==> src/rtl/hazard_controller_if.sv <==
// Data-memory side of the hazard controller: EX/MEM access type plus the
// word-level req/ready handshake used to sequence multi-word accesses.
interface hazard_controller_if;
    logic       EXMEM_MR;
    logic       EXMEM_MW;
    logic       EXMEM_Stack_PC;
    logic       Mem_Ready;
    logic       Mem_Req;
    logic [1:0] Mem_Word;

    modport master (
        input  EXMEM_MR,
        input  EXMEM_MW,
        input  EXMEM_Stack_PC,
        input  Mem_Ready,
        output Mem_Req,
        output Mem_Word
    );

    modport slave (
        output EXMEM_MR,
        output EXMEM_MW,
        output EXMEM_Stack_PC,
        output Mem_Ready,
        input  Mem_Req,
        input  Mem_Word
    );
endinterface

==> src/rtl/hazard_controller.sv <==
// Pipeline sequencer: stall/bubble/flush generation for load-use hazards and
// taken jumps, plus word sequencing of multi-word data-memory accesses.
module hazard_controller #(
    parameter int PC_WORDS = 2,
    parameter int CNT_W    = 16
) (
    input  logic             clk,
    input  logic             rst,
    hazard_controller_if.master mem,
    input  logic             IDEX_MR,
    input  logic             IDEX_WB,
    input  logic [2:0]       IDEX_WB_Address,
    input  logic [2:0]       IFID_Src1,
    input  logic [2:0]       IFID_Src2,
    input  logic             IFID_Use1,
    input  logic             IFID_Use2,
    input  logic             Taken_Jump,
    output logic             PC_Stall,
    output logic             IFID_Stall,
    output logic             IFID_Flush,
    output logic             IDEX_Stall,
    output logic             IDEX_Bubble,
    output logic             EXMEM_Stall,
    output logic             MEMWB_Bubble,
    output logic [CNT_W-1:0] Stall_Cycles
);

    localparam logic [1:0] PC_WORDS_L = 2'(PC_WORDS);

    typedef enum logic {
        IDLE,
        ACCESS
    } state_t;

    state_t           state, state_nxt;
    logic [1:0]       cnt, cnt_nxt;
    logic [CNT_W-1:0] stall_cnt;

    logic       memop;
    logic [1:0] n_words;
    logic       done;
    logic       freeze;
    logic       load_use;
    logic       mem_req;
    logic [1:0] mem_word;

    assign memop   = mem.EXMEM_MR | mem.EXMEM_MW;
    assign n_words = mem.EXMEM_Stack_PC ? PC_WORDS_L : 2'd1;

    assign load_use = IDEX_MR && IDEX_WB &&
                      ((IFID_Use1 && (IFID_Src1 == IDEX_WB_Address)) ||
                       (IFID_Use2 && (IFID_Src2 == IDEX_WB_Address)));

    always_ff @(posedge clk) begin
        if (rst) begin
            state <= IDLE;
            cnt   <= '0;
        end else begin
            state <= state_nxt;
            cnt   <= cnt_nxt;
        end
    end

    always_comb begin
        state_nxt = state;
        cnt_nxt   = cnt;
        mem_req   = 1'b0;
        mem_word  = '0;
        done      = 1'b0;

        unique case (state)
            IDLE: begin
                mem_req = memop;
                done    = mem.Mem_Ready && (n_words == 2'd1);
                if (memop && mem.Mem_Ready && (n_words > 2'd1)) begin
                    state_nxt = ACCESS;
                    cnt_nxt   = 2'd1;
                end else if (memop && !mem.Mem_Ready) begin
                    state_nxt = ACCESS;
                    cnt_nxt   = '0;
                end
            end
            ACCESS: begin
                mem_req  = 1'b1;
                mem_word = cnt;
                done     = mem.Mem_Ready && (cnt == n_words - 2'd1);
                if (done) begin
                    state_nxt = IDLE;
                    cnt_nxt   = '0;
                end else if (mem.Mem_Ready) begin
                    cnt_nxt = cnt + 2'd1;
                end
            end
            default: begin
                state_nxt = IDLE;
                cnt_nxt   = '0;
            end
        endcase
    end

    assign freeze = mem_req && !done;

    // Freeze outranks the jump: EX is held, so the jump is re-seen on release.
    always_comb begin
        PC_Stall     = 1'b0;
        IFID_Stall   = 1'b0;
        IFID_Flush   = 1'b0;
        IDEX_Stall   = 1'b0;
        IDEX_Bubble  = 1'b0;
        EXMEM_Stall  = 1'b0;
        MEMWB_Bubble = 1'b0;
        if (!rst) begin
            if (freeze) begin
                PC_Stall     = 1'b1;
                IFID_Stall   = 1'b1;
                IDEX_Stall   = 1'b1;
                EXMEM_Stall  = 1'b1;
                MEMWB_Bubble = 1'b1;
            end else if (Taken_Jump) begin
                IFID_Flush  = 1'b1;
                IDEX_Bubble = 1'b1;
            end else if (load_use) begin
                PC_Stall    = 1'b1;
                IFID_Stall  = 1'b1;
                IDEX_Bubble = 1'b1;
            end
        end
    end

    assign mem.Mem_Req  = rst ? 1'b0 : mem_req;
    assign mem.Mem_Word = rst ? '0   : mem_word;

    always_ff @(posedge clk) begin
        if (rst) begin
            stall_cnt <= '0;
        end else if (PC_Stall && (stall_cnt != '1)) begin
            stall_cnt <= stall_cnt + 1'b1;
        end
    end

    assign Stall_Cycles = rst ? '0 : stall_cnt;

endmodule

==> src/flat_wrapper.sv <==
// flat-port wrapper written by rule: the top's interface ports become plain ports
module hazard_controller_flat 
#(
    parameter int PC_WORDS = 2,
    parameter int CNT_W    = 16
)
  (clk, rst, IDEX_MR, IDEX_WB, IDEX_WB_Address, IFID_Src1, IFID_Src2, IFID_Use1, IFID_Use2, Taken_Jump, PC_Stall, IFID_Stall, IFID_Flush, IDEX_Stall, IDEX_Bubble, EXMEM_Stall, MEMWB_Bubble, Stall_Cycles, mem_EXMEM_MR, mem_EXMEM_MW, mem_EXMEM_Stack_PC, mem_Mem_Ready, mem_Mem_Req, mem_Mem_Word);
  hazard_controller_if mem_i ();
  input  logic clk;
  input  logic rst;
  input  logic IDEX_MR;
  input  logic IDEX_WB;
  input  logic [2:0] IDEX_WB_Address;
  input  logic [2:0] IFID_Src1;
  input  logic [2:0] IFID_Src2;
  input  logic IFID_Use1;
  input  logic IFID_Use2;
  input  logic Taken_Jump;
  output logic PC_Stall;
  output logic IFID_Stall;
  output logic IFID_Flush;
  output logic IDEX_Stall;
  output logic IDEX_Bubble;
  output logic EXMEM_Stall;
  output logic MEMWB_Bubble;
  output logic [CNT_W-1:0] Stall_Cycles;
  input wire logic [$bits(mem_i.EXMEM_MR)-1:0] mem_EXMEM_MR;
  input wire logic [$bits(mem_i.EXMEM_MW)-1:0] mem_EXMEM_MW;
  input wire logic [$bits(mem_i.EXMEM_Stack_PC)-1:0] mem_EXMEM_Stack_PC;
  input wire logic [$bits(mem_i.Mem_Ready)-1:0] mem_Mem_Ready;
  output wire logic [$bits(mem_i.Mem_Req)-1:0] mem_Mem_Req;
  output wire logic [$bits(mem_i.Mem_Word)-1:0] mem_Mem_Word;
  assign mem_i.EXMEM_MR = mem_EXMEM_MR;
  assign mem_i.EXMEM_MW = mem_EXMEM_MW;
  assign mem_i.EXMEM_Stack_PC = mem_EXMEM_Stack_PC;
  assign mem_i.Mem_Ready = mem_Mem_Ready;
  assign mem_Mem_Req = mem_i.Mem_Req;
  assign mem_Mem_Word = mem_i.Mem_Word;
  hazard_controller #(.PC_WORDS(PC_WORDS), .CNT_W(CNT_W)) u_core (.clk(clk), .rst(rst), .mem(mem_i), .IDEX_MR(IDEX_MR), .IDEX_WB(IDEX_WB), .IDEX_WB_Address(IDEX_WB_Address), .IFID_Src1(IFID_Src1), .IFID_Src2(IFID_Src2), .IFID_Use1(IFID_Use1), .IFID_Use2(IFID_Use2), .Taken_Jump(Taken_Jump), .PC_Stall(PC_Stall), .IFID_Stall(IFID_Stall), .IFID_Flush(IFID_Flush), .IDEX_Stall(IDEX_Stall), .IDEX_Bubble(IDEX_Bubble), .EXMEM_Stall(EXMEM_Stall), .MEMWB_Bubble(MEMWB_Bubble), .Stall_Cycles(Stall_Cycles));
endmodule
==> config.mk <==
export PLATFORM = sky130hd
export DESIGN_NAME = hazard_controller_flat
export DESIGN_NICKNAME = d
export VERILOG_FILES = /design/src/rtl/hazard_controller_if.sv /design/src/rtl/hazard_controller.sv /design/src/flat_wrapper.sv
export SDC_FILE = /design/constraint.sdc
export NUM_CORES = 1
export LEC_CHECK = 0
export ABC_AREA = 1
export CORE_MARGIN = 2
export CORE_UTILIZATION = 51
export DETAILED_ROUTE_END_ITERATION = 8
export GPL_TIMING_DRIVEN = 0
export PLACE_DENSITY = 0.95
export SYNTH_ARGS = -nofsm -noshare
export SYNTH_HDL_FRONTEND = slang
export SYNTH_SLANG_ARGS = --single-unit
==> constraint.sdc <==
create_clock -name clk -period 2.95 [get_ports clk]
set_clock_uncertainty 0.2 [all_clocks]
set_input_delay 0.59 -clock clk [delete_from_list [all_inputs] [get_ports clk]]
set_output_delay 0.59 -clock clk [all_outputs]
set_load 0.03 [all_outputs]
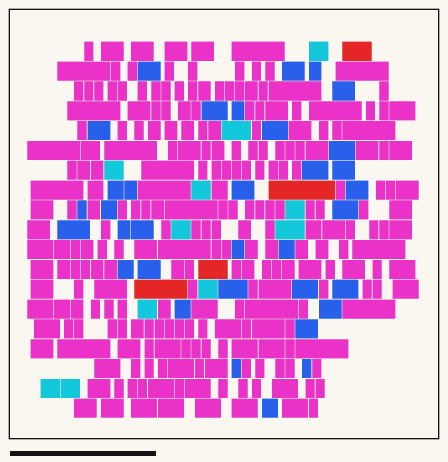
Figure 1: drive-strength map.
The bar under the picture is 20 um long.
Red stands for x6 and larger, cells 4. Magenta stands for x1 and smaller, cells 248. Blue stands for x2, cells 34. Cyan stands for x3 and x4, cells 11.
Finished Cell Area: 0.00205 mm2
Layout area overhead: 34.2%

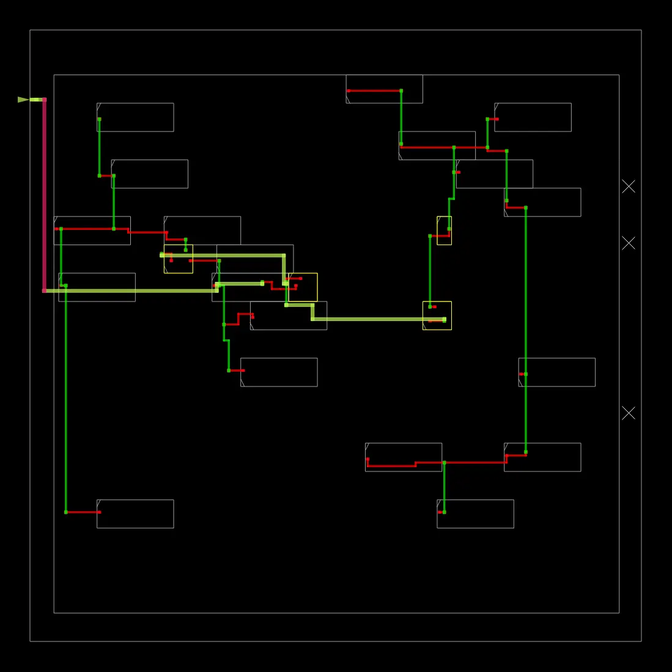
Figure 2: the clock network.
Late-Pin Clk Latency: 0.30 ns
CTS Buf Count: 3
Power Clock: 0.133 mW

==> results.ini <==
[detailed_routing]
vias = 1630
wl_met3_um = 172
drtIter0Drc = 83
routed.top_layer = met4
firstDrtPassIters = 6
post_drt_via_cell_ratio = 4.97
drc = 3
ant_nets = 0
routed_wl_um = 3650

[layout]
num-fill-cells = 232
antenna_cells = 0
seqCellArea_um2 = 380
drive_above_1_share = 0.165
combGateArea_um2 = 917

[power_and_ir_drop]
p_leak_nw = 0.982
clkPwrFrac = 0.220
irDropWorstVdd_mv = 0.302
seqPwrFrac = 0.456
p_comb_frac = 0.324
cellInternalPower_mw = 0.405
finalPower_mw = 0.603

[timing]
slew_headroom = 0.783
setup_viol = 0
slew_viol_final = 0
period_minus_slack_ns = 2.89
clock.fmax_ghz = 0.345
worst_slew_pin_slew_ns = 0.325
fin_crit_sh = 0.981

[run_status]
violations = DRC
status = finished, violations left

[synthesis]
yosysUniqueCellTypes = 31
largest_area_cell = dfxtp_1
edf_count = 0
synthesis.area_mm2 = 0.00153
ys_warn_count = 0
synthTopCellsByCount = nand2_1, nor2_1, inv_1
synthTopCellsByArea = dfxtp_1, nand2_1, nor2_1
synth_nets = 268
syn_inst = 247
synth.avg_cell_area_um2 = 6.18
async_reset_ff_frac = 0

[setup_path]
cp_slowest_cell = clkdlybuf4s50_1
start_kind = input port
crit_family = buffers and inverters
crit_buf_inv = 3
end_kind = primary output
arrival_ns = 2.10
reg2reg_from = u_core.stall_cnt[0]$_SDFFE_PP0P_
slowest_delay_ns = 0.68
startpoint = rst

[grt]
grt_antenna_before_repair = 0
grt_max_degree = 12

[clock_network]
cts_hold_buf = 0
clk_path_buf_depth = 2
cts.sinks = 19
clkTransAtPathRegs_ns = 0.11

[job]
maxCapViolCount = 0
warning_count = 27

[placement]
place.gp.congestion = 0.898
numPortBuffers = 45

[die]
die_height_um = 58.7
rows = 19

[worst_hold_path]
timing.hold.worst.start = u_core.stall_cnt[4]$_SDFFE_PP0P_

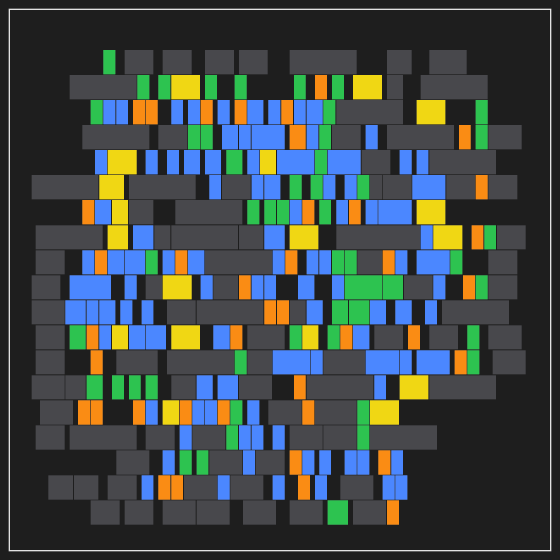
Figure 3: logic cells by family.
Blue stands for nand cells, cells 99, most used nand2_1. Yellow stands for aoi and oai cells, cells 18, most used a21oi_2. Orange stands for inv cells, cells 40, most used inv_1, where spread over the die. Green stands for nor cells, cells 50, most used nor2_1, where spread over the die.
most frequent logic cell in the layout: nand2_1
Comb area share: 0.448
post-route insts no fill: 328

-- tightest hold or removal path, stage by stage (launching register included) --
cell and delay [ns]:
dfxtp_1 0.34, nand2_1 0.08, a21oi_2 0.05
-- cells in the final DEF (no fill, tap or decap), drive strengths merged, types with 3 or more instances in the layout --
| cell type | Yosys | final |
|---|---|---|
| nand3 | 25 | 25 |
| clkdlybuf4s50 | 0 | 21 |
| nor2 | 45 | 45 |
| nand4 | 3 | 3 |
| a21oi | 14 | 14 |
| buf | 9 | 11 |
| nor3 | 4 | 4 |
| nand2 | 70 | 70 |
| dfxtp | 19 | 19 |
| inv | 39 | 39 |
| dlygate4sd2 | 0 | 19 |
| clkbuf | 1 | 7 |
| xor2 | 9 | 9 |
-- kinds of logic after synthesis --
family | Yosys count | share of synthesized area
and+or+nand+nor | 150 | 0.451
buffers and inverters | 50 | 0.152
DFF | 19 | 0.249
AOI/OAI and AO/OA | 18 | 0.0885
xor gates and xnor gates | 9 | 0.0516
adders and majority gates | 1 | 0.00820
-- registers in the layout, indices dropped and copies added, names as in the netlist --
signal / flops
u_core.stall_cnt: 16
u_core.cnt: 2
u_core.state: 1
-- routing by layer --
layer / up-vias / global-route usage
met1: 719 / 0.272
li1: 866 / -
met5: - / 0
met3: 6 / 0.0527
met2: 39 / 0.398
met4: 0 / 0.0584
-- worst paths after layout --
kind                                                           to  slack, ns  cells past startpoint
worst max register to register  u_core.stall_cnt[14]$_SDFFE_PP0P_       1.04                      9
worst max-delay path                              Stall_Cycles[0]       0.06                      4
worst min register to register   u_core.stall_cnt[4]$_SDFFE_PP0P_       0.30                      2
worst min-delay path             u_core.stall_cnt[4]$_SDFFE_PP0P_       0.30                      2
-- repair_timing --
action                                  4_1_cts  5_1_grt
resized                                      33        7
gates cloned                                  0        1
pin swaps                                     0        1
setup buffers                                 0        1
endpoints found under the setup margin       25        5
-- stage by stage --
step	hold slack, ns	area, um2	setup WS (ns)	util	TNS (ns)
finish	0.301	2050	0.0552	0.730	0
global placement	0.271	2020	-0.528	0.719	-6.29
detailed placement	0.286	2020	-0.551	0.719	-6.82
floorplan	0.260	1530	0.569	-	0
global route	0.331	2050	-0.0265	0.730	-0.0304
CTS	0.303	2020	-0.00651	0.719	-0.00651
-- area by class of cell --
cell class                 count  share of cell area
buffer                         9              0.0385
inverter                      40              0.0739
timing repair buffer          47               0.222
tap                           31              0.0189
multi-input combinational    178               0.448
clock buffer                   4              0.0128
sequential                    19               0.186
-- power by group through the flow --
stage / registers, mW / logic, mW / clock network [mW]
floorplan: 0.279 / 0.122 / 0
global placement: 0.281 / 0.190 / 0
detailed placement: 0.281 / 0.192 / 0
CTS: 0.275 / 0.187 / 0.137
global route: 0.276 / 0.212 / 0.151
finish: 0.275 / 0.196 / 0.133
Power is estimated from default activity; no workload was simulated.
